--- src/rtl/dm_ctrl_pkg.sv ---
// Shared types and encodings for the data-memory access sequencer.
// Optional alignment checking is controlled by DM_ALIGN_CHECK_EN (see dm_lane).
package dm_ctrl_pkg;

    typedef enum logic [1:0] {
        ST_IDLE = 2'b00,
        ST_REQ  = 2'b01,
        ST_DONE = 2'b10
    } dm_state_e;

    typedef enum logic [1:0] {
        SZ_BYTE = 2'b00,
        SZ_HALF = 2'b01,
        SZ_WORD = 2'b10
    } dm_size_e;

    localparam logic [2:0] MT_WORD = 3'b000;
    localparam logic [2:0] MT_BU   = 3'b001;
    localparam logic [2:0] MT_BS   = 3'b010;
    localparam logic [2:0] MT_HU   = 3'b011;
    localparam logic [2:0] MT_HS   = 3'b100;

    localparam logic [1:0] EXC_NONE    = 2'b00;
    localparam logic [1:0] EXC_MIS_LD  = 2'b01;
    localparam logic [1:0] EXC_MIS_ST  = 2'b10;
    localparam logic [1:0] EXC_TIMEOUT = 2'b11;

    // Reserved type codes fall back to word accesses.
    function automatic dm_size_e decode_size(input logic [2:0] mtype);
        dm_size_e sz;
        case (mtype)
            MT_BU, MT_BS: sz = SZ_BYTE;
            MT_HU, MT_HS: sz = SZ_HALF;
            default:      sz = SZ_WORD;
        endcase
        return sz;
    endfunction

endpackage

--- src/rtl/dm_lane.sv ---
// Combinational lane logic: store byte enables / replicated data, load extraction and extension.
// With DM_ALIGN_CHECK_EN defined it also reports misaligned half/word accesses.
module dm_lane
    import dm_ctrl_pkg::*;
(
    input  logic [2:0]  mem_type,
    input  logic [1:0]  addr_lo,
    input  logic [31:0] wdata,
    input  logic [31:0] rword,
    output logic [3:0]  be,
    output logic [31:0] wdata_lane,
    output logic [31:0] rdata_ext,
    output logic        misaligned
);

    dm_size_e    size_s;
    logic [7:0]  byte_s;
    logic [15:0] half_s;

    assign size_s = decode_size(mem_type);

    // Store-side byte enables and lane replication.
    always_comb begin
        be         = 4'b1111;
        wdata_lane = wdata;
        case (size_s)
            SZ_BYTE: begin
                be         = 4'b0001 << addr_lo;
                wdata_lane = {4{wdata[7:0]}};
            end
            SZ_HALF: begin
                be         = 4'b0011 << {addr_lo[1], 1'b0};
                wdata_lane = {2{wdata[15:0]}};
            end
            default: begin
                be         = 4'b1111;
                wdata_lane = wdata;
            end
        endcase
    end

    // Load-side lane selection and sign/zero extension.
    always_comb begin
        byte_s    = 8'h00;
        half_s    = 16'h0000;
        rdata_ext = rword;
        case (addr_lo)
            2'b00:   byte_s = rword[7:0];
            2'b01:   byte_s = rword[15:8];
            2'b10:   byte_s = rword[23:16];
            default: byte_s = rword[31:24];
        endcase
        if (addr_lo[1]) begin
            half_s = rword[31:16];
        end else begin
            half_s = rword[15:0];
        end
        case (mem_type)
            MT_BU:   rdata_ext = {24'h000000, byte_s};
            MT_BS:   rdata_ext = {{24{byte_s[7]}}, byte_s};
            MT_HU:   rdata_ext = {16'h0000, half_s};
            MT_HS:   rdata_ext = {{16{half_s[15]}}, half_s};
            default: rdata_ext = rword;
        endcase
    end

`ifdef DM_ALIGN_CHECK_EN
    // Half needs an even address, word needs a word-aligned address.
    always_comb begin
        misaligned = 1'b0;
        case (size_s)
            SZ_HALF: misaligned = addr_lo[0];
            SZ_WORD: misaligned = (addr_lo != 2'b00);
            default: misaligned = 1'b0;
        endcase
    end
`else
    assign misaligned = 1'b0;
`endif

endmodule

--- src/rtl/dm_access_ctrl.sv ---
// Sequencer between the MEM stage and a variable-latency data-memory bus, with timeout.
// Misaligned-access exceptions exist only when DM_ALIGN_CHECK_EN is defined.
module dm_access_ctrl
    import dm_ctrl_pkg::*;
#(
    parameter int unsigned TIMEOUT = 15
) (
    input  logic        clk,
    input  logic        reset,
    input  logic        mem_valid,
    input  logic        mem_we,
    input  logic [2:0]  mem_type,
    input  logic [31:0] mem_addr,
    input  logic [31:0] mem_wdata,
    output logic        stall,
    output logic [31:0] rdata,
    output logic        rdata_valid,
    output logic        exc,
    output logic [1:0]  exc_code,
    output logic        bus_req,
    output logic        bus_we,
    output logic [31:0] bus_addr,
    output logic [3:0]  bus_be,
    output logic [31:0] bus_wdata,
    input  logic        bus_ack,
    input  logic [31:0] bus_rdata
);

    localparam logic [7:0] TIMEOUT_C = 8'(TIMEOUT);

    dm_state_e   state_r, state_next_s;
    logic [7:0]  cnt_r;
    logic [2:0]  type_r;
    logic [1:0]  addr_lo_r;
    logic [31:0] rdata_r;
    logic        rdata_valid_r, exc_r, bus_req_r, bus_we_r;
    logic [1:0]  exc_code_r;
    logic [31:0] bus_addr_r, bus_wdata_r;
    logic [3:0]  bus_be_r;

    logic        stall_s, accept_s, misal_s, ack_s, tmo_s, timeout_hit_s;
    logic [2:0]  lane_type_s;
    logic [1:0]  lane_addr_s;
    logic [3:0]  lane_be_s;
    logic [31:0] lane_wdata_s, lane_rdata_s;
    logic        align_err_s;

    // In IDLE the lane sees the incoming request; afterwards the latched one.
    assign lane_type_s   = (state_r == ST_IDLE) ? mem_type      : type_r;
    assign lane_addr_s   = (state_r == ST_IDLE) ? mem_addr[1:0] : addr_lo_r;
    assign timeout_hit_s = (cnt_r == TIMEOUT_C);

    dm_lane u_lane (
        .mem_type   (lane_type_s),
        .addr_lo    (lane_addr_s),
        .wdata      (mem_wdata),
        .rword      (bus_rdata),
        .be         (lane_be_s),
        .wdata_lane (lane_wdata_s),
        .rdata_ext  (lane_rdata_s),
        .misaligned (align_err_s)
    );

    // State register.
    always_ff @(posedge clk) begin
        if (!reset) begin
            state_r <= ST_IDLE;
        end else begin
            state_r <= state_next_s;
        end
    end

    // Next-state logic.
    always_comb begin
        state_next_s = state_r;
        case (state_r)
            ST_IDLE: begin
                if (mem_valid) begin
                    state_next_s = align_err_s ? ST_DONE : ST_REQ;
                end else begin
                    state_next_s = ST_IDLE;
                end
            end
            ST_REQ: begin
                if (bus_ack || timeout_hit_s) begin
                    state_next_s = ST_DONE;
                end else begin
                    state_next_s = ST_REQ;
                end
            end
            ST_DONE: state_next_s = ST_IDLE;
            default: state_next_s = ST_IDLE;
        endcase
    end

    // Output decode: stall plus the per-cycle events that drive the datapath.
    always_comb begin
        stall_s  = 1'b0;
        accept_s = 1'b0;
        misal_s  = 1'b0;
        ack_s    = 1'b0;
        tmo_s    = 1'b0;
        if (!reset) begin
            stall_s = 1'b0;
        end else begin
            case (state_r)
                ST_IDLE: begin
                    stall_s  = mem_valid;
                    accept_s = mem_valid & ~align_err_s;
                    misal_s  = mem_valid & align_err_s;
                end
                ST_REQ: begin
                    stall_s = 1'b1;
                    ack_s   = bus_ack;
                    tmo_s   = ~bus_ack & timeout_hit_s;
                end
                default: stall_s = 1'b0;
            endcase
        end
    end

    // Request latch, bus outputs, timeout counter and completion registers.
    always_ff @(posedge clk) begin
        if (!reset) begin
            cnt_r         <= 8'h00;
            type_r        <= 3'b000;
            addr_lo_r     <= 2'b00;
            rdata_r       <= 32'h0000_0000;
            rdata_valid_r <= 1'b0;
            exc_r         <= 1'b0;
            exc_code_r    <= EXC_NONE;
            bus_req_r     <= 1'b0;
            bus_we_r      <= 1'b0;
            bus_addr_r    <= 32'h0000_0000;
            bus_be_r      <= 4'b0000;
            bus_wdata_r   <= 32'h0000_0000;
        end else begin
            rdata_valid_r <= ack_s | tmo_s | misal_s;
            exc_r         <= tmo_s | misal_s;
            if (tmo_s) begin
                exc_code_r <= EXC_TIMEOUT;
            end else if (misal_s) begin
                exc_code_r <= mem_we ? EXC_MIS_ST : EXC_MIS_LD;
            end else begin
                exc_code_r <= EXC_NONE;
            end
            rdata_r <= (ack_s && !bus_we_r) ? lane_rdata_s : 32'h0000_0000;

            if (accept_s) begin
                cnt_r       <= 8'h00;
                type_r      <= mem_type;
                addr_lo_r   <= mem_addr[1:0];
                bus_req_r   <= 1'b1;
                bus_we_r    <= mem_we;
                bus_addr_r  <= {mem_addr[31:2], 2'b00};
                bus_be_r    <= mem_we ? lane_be_s : 4'b0000;
                bus_wdata_r <= mem_we ? lane_wdata_s : 32'h0000_0000;
            end else if (ack_s || tmo_s) begin
                cnt_r       <= 8'h00;
                bus_req_r   <= 1'b0;
                bus_we_r    <= 1'b0;
                bus_addr_r  <= 32'h0000_0000;
                bus_be_r    <= 4'b0000;
                bus_wdata_r <= 32'h0000_0000;
            end else if (state_r == ST_REQ) begin
                cnt_r <= cnt_r + 8'h01;
            end else begin
                cnt_r <= cnt_r;
            end
        end
    end

    assign stall       = stall_s;
    assign rdata       = rdata_r;
    assign rdata_valid = rdata_valid_r;
    assign exc         = exc_r;
    assign exc_code    = exc_code_r;
    assign bus_req     = bus_req_r;
    assign bus_we      = bus_we_r;
    assign bus_addr    = bus_addr_r;
    assign bus_be      = bus_be_r;
    assign bus_wdata   = bus_wdata_r;

endmodule

--- config.mk ---
export PLATFORM = sky130hd
export DESIGN_NAME = dm_access_ctrl
export DESIGN_NICKNAME = d
export VERILOG_FILES = /design/src/rtl/dm_ctrl_pkg.sv /design/src/rtl/dm_lane.sv /design/src/rtl/dm_access_ctrl.sv
export SDC_FILE = /design/constraint.sdc
export NUM_CORES = 1
export LEC_CHECK = 0
export ABC_AREA = 1
export CAP_MARGIN = 20
export CORE_ASPECT_RATIO = 0.8
export CORE_MARGIN = 2
export CORE_UTILIZATION = 30
export DETAILED_ROUTE_END_ITERATION = 6
export PLACE_DENSITY = 0.61
export SLEW_MARGIN = 30
export SYNTH_ARGS = -nofsm -noshare
export SYNTH_HDL_FRONTEND = slang
export SYNTH_SLANG_ARGS = --single-unit
export TNS_END_PERCENT = 30
--- constraint.sdc ---
create_clock -name clk -period 2.86 [get_ports clk]
set_input_delay 0.858 -clock clk [delete_from_list [all_inputs] [get_ports clk]]
set_output_delay 0.858 -clock clk [all_outputs]
set_load 0.1 [all_outputs]
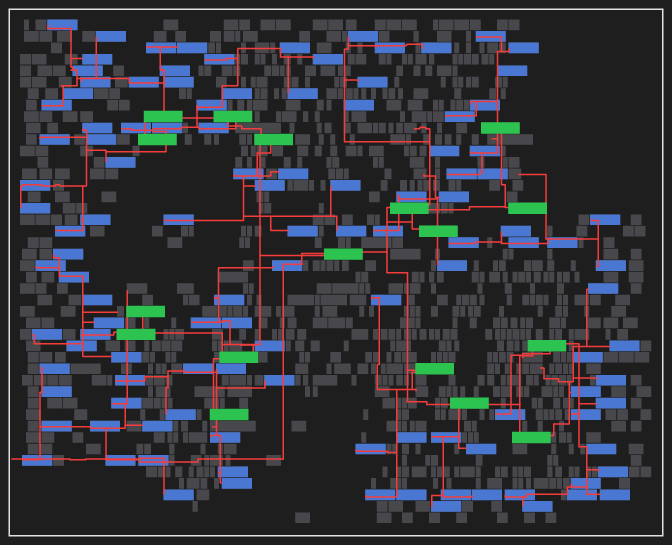
run_1/clock_map.png
[clock wires] red | length: 1830 um
[flip-flops] blue | count: 117
[cells driving clock nets] green | count: 17
routed clock nets: 18
Clock Power: 2.26 mW
Clk Latency, worst-skew pair: 0.42 ns
final setup skew: 0.009926 ns

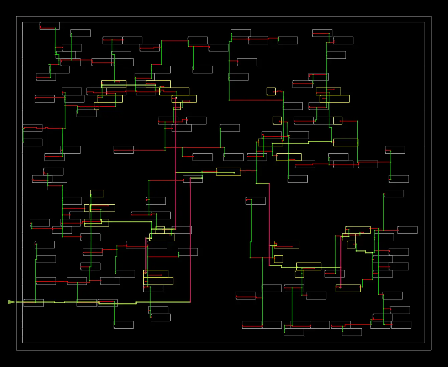
run_1/final_clocks.png
clock buffers: 19
flop count: 117
clock sink total: 117
number of buffers inserted during clock tree synthesis: 17

==> notes.org, run 1 <==
#+TITLE: Physical design notes

** Run status
- Run status :: finished, final reports clean

** Placed design
- Dpl hpwl :: 12260 um
- Routability-driven placement finished with a final weighted congestion of 0.8321.
- Prior to clock tree synthesis, the placed netlist has a worst setup slack of a little under 0.06 ns.
- The post-placement cell area is about 7500 sq um.
- PortBufs :: about 210

** Synth
- Cells in synth_stat.txt :: 749
- Main flop type :: sky130_fd_sc_hd__dfxtp_1
- XORs/XNORs by Area :: 0.006426
- Of the total synthesized cell area, the portion taken by AND-OR and OR-AND cells is 0.1499.
- Simple Share, Synth :: 0.2867
- Count of unique library cells instantiated by Yosys :: 34
- Post-synth EDFFs :: 0
- Total standard cell area after synthesis :: 5451 sq um
- Area share, top type :: 0.4297
- Among the non-sequential cells, simple AND/OR/NAND/NOR gates take the most area.
- Top cells by area :: sky130_fd_sc_hd__dfxtp_1, sky130_fd_sc_hd__nand2_1, sky130_fd_sc_hd__inv_1
- Post-Synthesis Mean Instance Area :: about 7.3 sq um
- Flops & latches, synth :: about 120
- In this run, the synthesized area fraction spent on adder and majority cells is recorded as 0.002295.
- Fraction of synthesis flops using an asynchronous set or reset pin :: 0
- The largest total area in the synthesized netlist belongs to sky130_fd_sc_hd__dfxtp_1.
- The synthesis report lists the Yosys warning total as 0.
- The portion of synthesized area spent on multiplexers is 0.
- Chip Area, Yosys :: approximately 5500 sq um
- Fraction of the yosys area taken by sequential cells :: 0.4297
- Post-Syn Instances :: between 700 and 800

** Detailed routing
- First drt pass iteration count :: 6
- After detailed routing, the total wire length is between 15000 and 20000 um.
- Average detailed-routed wire length per instance :: 14.23 um
- Wl on met1 :: 7984 um
- Metal2 WL :: around 7200 um
- Across all layers, the routed design uses approximately 5500 vias.
- Dividing the detail-routed via count by the number of cells gives approximately 4.6.
- Met3 routed wirelength :: approximately 1600 um
- Residual antenna-violating net count after detailed routing :: 0
- DRC violation total after the first TritonRoute iteration :: ~340
- Uppermost layer routed :: met4
- DRC violation count after routing :: 0

** Flow run
- Number of max-cap violations :: 0
- Across all stage logs, warnings added up to 26.

** Die
- Die footprint :: between 15000 and 20000 sq um
- According to the floorplan report, the die height is 124.6 um.
- According to the floorplan report, the placeable core area is about 18000 sq um.
- Top-Level Pins :: around 210
- The report lists the number of standard-cell rows as 44.
- Pre-Place Util :: 0.3038
- In this run the horizontal extent of the chip is between 150 and 200 um.

** Power
- The highest supply drop recorded on VDD is about 340 uV.
- Leakage component of the power :: between 4 and 5 nW
- Per the summary, power density relative to cell area is between 600 and 700 nW/um^2.

** Timing
- Of the available clock period, the critical path in the final layout requires 0.9677.
- Minimum clock period :: 2.768 ns
- Looking at the max-slew report, the worst-margin pin has a slew of between 0.8 and 0.9 ns.
- Based on the critical path, the design can be clocked at up to around 360 MHz.
- Adding up every negative setup slack in the final design gives 0 ns.
- Number of slew-limit violations in the final report :: 0
- Final tally of setup violations :: 0
- Measured against its own limit, the worst slew margin works out to 0.4164.
- Final hold analysis gives a worst-case slack of ~0.47 ns.
- Setup repair after global routing left no endpoint under its margin.
- Number of hold violations in the final report :: 0

** Hold path
- The min-delay analysis places its worst path in the category reg -> reg.

** Cells and area
- FILL cells :: around 1800
- In the final layout, flip-flops and latches occupy 2342 sq um.
- Combinational gate area :: 2440 sq um
- Nets@finish :: 1060
- Antenna diode count :: 0
- Commonest non-fill, non-tap cell in the layout :: sky130_fd_sc_hd__nand2_1
- By instance count after routing, the leading logic cell types are sky130_fd_sc_hd__nand2_1, sky130_fd_sc_hd__buf_4, sky130_fd_sc_hd__dfxtp_1.
- In the final layout, the share of cells above drive strength 1 is 0.1994.

** Critical path
- Kind of start point of the critical path :: primary input
- Per the timing report, the biggest fanout along the worst path comes to 2.
- At the worst endpoint, the required time is roughly 2 ns.
- The critical path is of the in -> out type.
- The OpenROAD report gives the critical path a data arrival time of 1.91 ns.
- The worst setup path is captured at a primary output.

** Clock tree
- After clock tree synthesis, the clock-pin slew on the worst setup and hold paths is around 0.060 ns.
- TritonCTS built the clock tree.
- The H-tree was split into 4 levels.
- Post-CTS Setup Repair Bufs :: 0
- The number of gates resized after CTS was 0.
- The number of hold buffers added after CTS was 0.
- Per the CTS log, the root buffer master is sky130_fd_sc_hd__clkbuf_16.
- No sink is reached through more buffers than the 2 on the longest clock path.

** GRT
- Pin count of the biggest net entering global routing :: 38
- The via count of the first global-routing pass was 5126.
- Total congestion overflow :: 0
- Antenna violations before repair :: 0
- The first global-routing pass estimated between 20000 and 30000 um of wire.
- Overall fraction of global-route tracks in use :: 0.1756
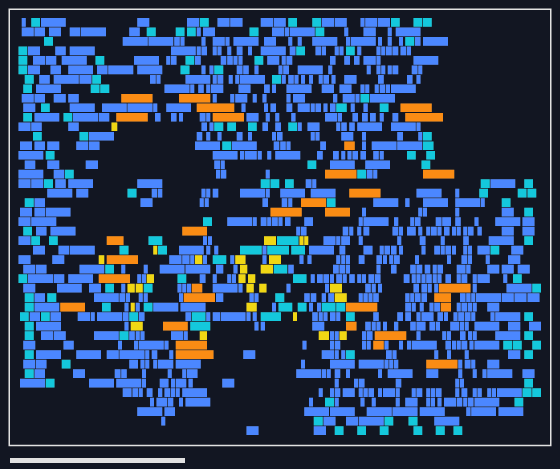
run_1/drive_strength.png
The bar under the picture is 50 um long.
[drive 6 and up] orange | cells: 32
[drive 1 or less] blue | cells: 775
[drive 2] yellow | cells: 27
[drive 3 to 4] cyan | cells: 134
synthesis-to-layout area growth: 49.23%
final setup margin: 0.09241 ns
nonclk buf count: 225
final design instance area without fill: 8135 sq um

[run 1: metal layers]
metal,track usage,vias up
met5,0,-
met4,0.05937,0
met3,0.06472,17
met2,0.2647,233
met1,0.2315,2470
li1,-,2783
[run 1: cell families (layout without fill, tap and decap cells)]
| logic type | after synthesis | after routing |
|---|---|---|
| and+or+nand+nor | 339 | 339 |
| buffers and inverters | 158 | 376 |
| AOI/OAI and AO/OA | 129 | 129 |
| DFF | 117 | 117 |
| xor gates and xnor gates | 4 | 4 |
| adders and majority gates | 1 | 1 |
| other | 1 | 2 |
[run 1: power by group]
part           internal [mW]  switching (mW)  total [mW]
combinational          0.454            1.03        1.48
clock                   1.43           0.827        2.26
sequential              1.71          0.0419        1.75
[run 1: state kept, by name, summed over array words and instances, names as in the netlist]
| signal | cells |
|---|---|
| addr_lo_r | 2 |
| bus_be | 4 |
| rdata | 32 |
| rdata_valid | 1 |
| exc_code | 1 |
| type_r | 3 |
| bus_req | 1 |
| bus_addr | 30 |
| cnt_r | 8 |
| bus_wdata | 32 |
| state_r | 2 |
| bus_we | 1 |
[run 1: cell type report]
cell class                 instances  share of cell area
clock buffer                      19             0.05568
clock inverter                    13             0.02076
inverter                         119             0.05491
multi-input combinational        475              0.2999
sequential                       117              0.2879
tap                              230             0.03537
timing repair buffer             225              0.2455
[run 1: per-stage QoR]
step / std cells / total power, mW / utilization
floorplan: 750 / 2.846 / -
global placement: 1166 / 3.263 / 0.4186
detailed placement: 1166 / 3.266 / 0.4186
CTS: 1198 / 5.545 / 0.4533
global route: 1198 / 5.730 / 0.4533
finish: 1198 / 5.487 / 0.4533
[run 1: Yosys cell counts, types with 6 or more instances]
cell	instances
sky130_fd_sc_hd__a21oi_1	38
sky130_fd_sc_hd__a22o_1	30
sky130_fd_sc_hd__buf_2	13
sky130_fd_sc_hd__buf_4	8
sky130_fd_sc_hd__clkbuf_1	11
sky130_fd_sc_hd__dfxtp_1	117
sky130_fd_sc_hd__inv_1	114
sky130_fd_sc_hd__nand2_1	213
sky130_fd_sc_hd__nand2_2	9
sky130_fd_sc_hd__nand3_1	79
sky130_fd_sc_hd__nor2_1	13
sky130_fd_sc_hd__o21ai_0	38
sky130_fd_sc_hd__o21ai_1	6
sky130_fd_sc_hd__o21bai_1	7
[run 1: worst paths after layout]
path | from | to | slack [ns] | depth (start not counted)
max | reset | stall | 0.09 | 6
min | bus_wdata[22] | bus_wdata[22] | 0.47 | 2
max reg2reg | state_r[1] | rdata[12] | 0.70 | 9
min reg2reg | bus_wdata[22] | bus_wdata[22] | 0.47 | 2
[run 1: critical path: stages]
cell                              delay (ns)
sky130_fd_sc_hd__clkdlybuf4s50_1        0.48
sky130_fd_sc_hd__inv_1                  0.06
sky130_fd_sc_hd__nor2_1                 0.16
sky130_fd_sc_hd__inv_2                  0.05
sky130_fd_sc_hd__nand2_1                0.12
sky130_fd_sc_hd__buf_12                 0.19
run_1/pins.png
Pins as bars across the die edge, other pins in gray.
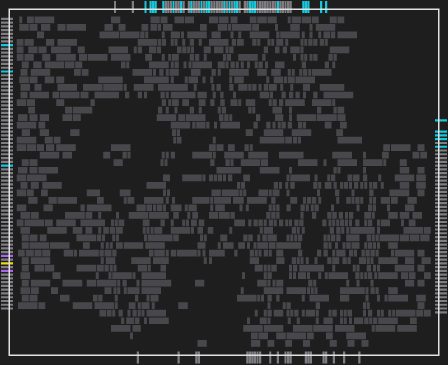

==> run 2: changes to the inputs <==
- REMOVE_ABC_BUFFERS: unset -> 1
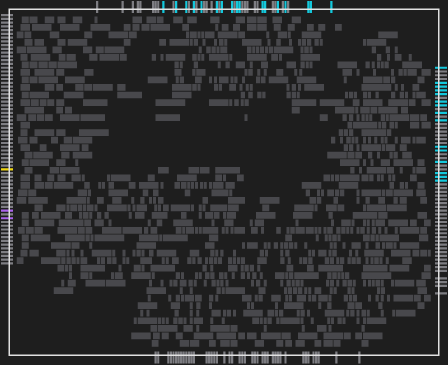
run_2/pins.png
Pins as bars across the die edge, other pins in gray.
[`bus_wdata`] cyan | pins: 32 | direction: output | edge: 17 top, 15 right
[`mem_valid`] yellow | pins: 1 | direction: input | edge: left
[`exc_code`] purple | pins: 2 | direction: output | edge: left

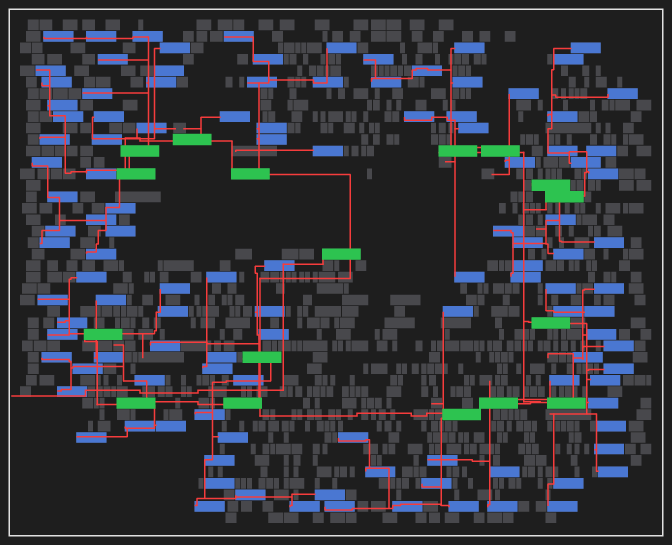
run_2/clock_map.png
[cells driving clock nets] green | count: 17
[flip-flops] blue | count: 117
[clock wires] red | length: 1820 um
flops lie: all over the die
routed clock nets: 18
final setup skew: 0.007857 ns
Clock Power: 2.37 mW
Clk pwr share: 0.423

==> run 2 against run 1 <==
Against the previous run: clock power is 5% higher; critical path depth unchanged; synthesized cell count is the same; cell area grew 0.60%; clock skew shrank 0.0021 ns; wire length down 4.4%.
==> notes.org, run 2 <==
#+TITLE: Physical design notes

** Clock tree
- Hold repair after CTS inserted 0 buffers.
- The tree is rooted in a sky130_fd_sc_hd__clkbuf_16.
- Maximum clock insertion buffer count :: 2
- Number of buffers inserted during clock tree synthesis :: 17
- Looking at the worst setup and hold paths, the clock pins of their registers show a slew of 0.05 ns.
- The H-tree generated during clock tree synthesis spans 4 levels.
- Clock sink total :: between 100 and 150
- TritonCTS clock tree :: done
- Post-CTS Setup Repair Bufs :: 0
- Post-cts gate resize count :: 0
- Clk Latency, worst-skew pair :: roughly 0.42 ns

** Critical path
- The timing report attributes the biggest portion of critical-path delay to buffers and inverters.
- Crit path capture type :: primary output
- For the worst setup path, the data required time is about 2 ns.
- The critical path maximum fanout is 2.
- Biggest cell delay along the critical path :: about 0.47 ns
- Listed in order, past its start point the critical path passes clkdlybuf4s50_1 > inv_1 > nor2_1 > inv_2 > nand2_1 > buf_12.
- Kind of start point of the critical path :: primary input
- CP max-delay cell :: sky130_fd_sc_hd__clkdlybuf4s50_1
- Number of buffers and inverters on the critical path :: 4
- Arrival time at the worst endpoint :: about 1.9 ns

** Cells and area
- The library cells used most frequently in the layout, excluding fill and tap cells, are sky130_fd_sc_hd__nand2_1, sky130_fd_sc_hd__dfxtp_1, sky130_fd_sc_hd__buf_4.
- Fill cells in the final layout number about 1800.
- Commonest non-fill, non-tap cell in the layout :: sky130_fd_sc_hd__nand2_1
- Per the run report, area growth between synthesis and finish was 50.13%.
- With fillers left out, the area of the finished cells amounts to around 8200 sq um.
- For this run, the share of the core covered by cells in the final layout is 0.4560.
- The count of cells in the finished layout, fillers not included, comes to around 1200.

** Synth
- Main flop type :: sky130_fd_sc_hd__dfxtp_1
- In this run, synthesis produced a sequential element count of 117.
- Chip Area, Yosys :: 5451 sq um
- After synthesis, the design contains between 700 and 800 cells according to Yosys.
- Post-Synthesis Mean Instance Area :: slightly above 7 sq um
- Synthesis produced a netlist whose cell count is 749.
- For this run, the register share of the synthesized area comes to 0.4297.
- In this run, synthesis inferred 0 flip-flops with an integrated enable.
- Cell type with the highest aggregate area in the netlist :: sky130_fd_sc_hd__dfxtp_1
- The area fraction of the largest cell type after synthesis is 0.4297.
- Counting the warning lines in the Yosys log gives 0.

** Placed design
- STA on the placed design reports a worst setup slack of 0.06124 ns.
- Dpl hpwl :: roughly 11000 um
- Cell count after placement :: 1166
- In this run the tool buffered the top-level ports with ~210 buffer cells.

** Power
- The internal portion of the total power is 3.716 mW.
- The script computed the net switching share of total power as 0.3375.
- Worst VDD drop :: roughly 390 uV
- Leakage component of the power :: ~4.1 nW
- Of the total power, combinational logic draws 0.265.
- The flow reported a cell area power density of about 690 nW/um^2.
- Sequential Power Share :: 0.312

** GRT
- Pin count of the biggest net entering global routing :: 38
- Overall fraction of global-route tracks in use :: 0.1701
- The first global-routing pass estimated between 20000 and 30000 um of wire.
- The initial antenna violation count is 1.
- Total congestion overflow :: 0
- Number of global-route vias before repair :: approximately 5000

** Timing
- The critical path in the final layout is reported with a setup slack of approximately 0.11 ns.
- Number of hold violations in the final report :: 0
- Setup Total Neg Slack :: 0 ns
- Final tally of setup violations :: 0
- Of the available clock period, the critical path in the final layout requires 0.9626.
- Slew at the pin closest to its max-slew limit :: between 0.8 and 0.9 ns
- Based on the critical path, the design can be clocked at up to about 360 MHz.
- The final max-slew violation count recorded for this run is 0.
- Headroom to the max-slew limit came out at 0.4188.

** Detailed routing
- The final route contains 5383 vias.
- Before antenna repair, the detailed router went through 6 iterations.
- Per the post-route antenna check, the number of violating nets is 0.
- The routed design shows a wire length per standard cell of 13.60 um.
- Per the log, the first TritonRoute iteration ended with a DRC count of between 200 and 250.
- The wire length recorded after detailed routing is roughly 16000 um.
- Post-DR vias/cell :: around 4.5

** Flow run
- Number of max-cap violations :: 0
- Warnings raised by the tools during the run amount to 25.

** Hold path
- The path class of the tightest hold or removal check is reg -> reg.

** Die
- 211 I/O pins were placed.
- Die X-Extent :: 154.7 um
- For reference, the placement row count at floorplan is between 40 and 50.
- Die footprint :: ~19000 sq um
- Core ar. :: about 18000 sq um

** Run status
- The flow ran to the end, and the final reports show no timing, DRC or antenna violations.
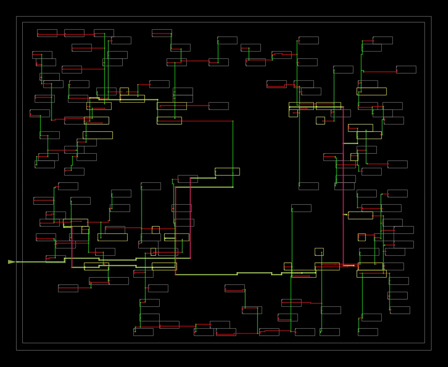
run_2/final_clocks.png
clock buffers: 17

[run 2: cell counts after synthesis]
No cell type changed its count.
[run 2: tightest hold or removal path, cell delays in order (launching register included)]
cell	delay [ns]
sky130_fd_sc_hd__dfxtp_1	0.31
sky130_fd_sc_hd__nand2_1	0.06
sky130_fd_sc_hd__a21oi_1	0.05
[run 2: kinds of logic after synthesis]
group                      share of synthesized area
AOI/OAI and AO/OA                             0.1499
xor gates and xnor gates                    0.006426
adders and majority gates                   0.002295
buffers and inverters                         0.1244
DFF                                           0.4297
other                                      0.0006879
and+or+nand+nor                               0.2867
[run 2: worst paths after layout]
path / start / end / slack [ns] / cells after the start
setup / recovery: reset / stall / 0.11 / 6
hold / removal: bus_wdata[19] / bus_wdata[19] / 0.47 / 2
setup reg to reg: cnt_r[0] / bus_wdata[25] / 0.71 / 9
hold reg to reg: bus_wdata[19] / bus_wdata[19] / 0.47 / 2
[run 2: cell type report]
class / count / area, sq um / area share
antenna: 1 / 2.502 / 0.0003058
clock buffer: 17 / 425.4 / 0.05198
clock inverter: 15 / 227.7 / 0.02782
inverter: 119 / 446.7 / 0.05458
multi-input combinational: 475 / 2442 / 0.2984
sequential: 117 / 2342 / 0.2862
tap: 230 / 287.8 / 0.03516
timing repair buffer: 225 / 2009 / 0.2455
[run 2: routing by layer]
layer	GRT usage	up-vias	wire (um)
met5	0	-	0
met4	0.05283	0	251
met3	0.06541	18	1334
met2	0.2466	180	6828
met1	0.2327	2398	7891
li1	-	2787	-
[run 2: power groups by stage]
stage	Clock [mW]	Sequential, mW	Combinational, mW
2_1_floorplan	0	2.27	0.521
3_3_place_gp	0	1.78	1.49
3_5_place_dp	0	1.78	1.50
4_1_cts	2.42	1.75	1.50
5_1_grt	2.51	1.76	1.60
6_report	2.37	1.75	1.49
[run 2: stage by stage]
step	hold WS [ns]	total power [mW]
2_1_floorplan	0.4469	2.789
3_3_place_gp	0.4488	3.273
3_5_place_dp	0.4579	3.277
4_1_cts	0.4676	5.667
5_1_grt	0.4752	5.861
6_report	0.4654	5.609
Power and IR drop assume default switching activity.
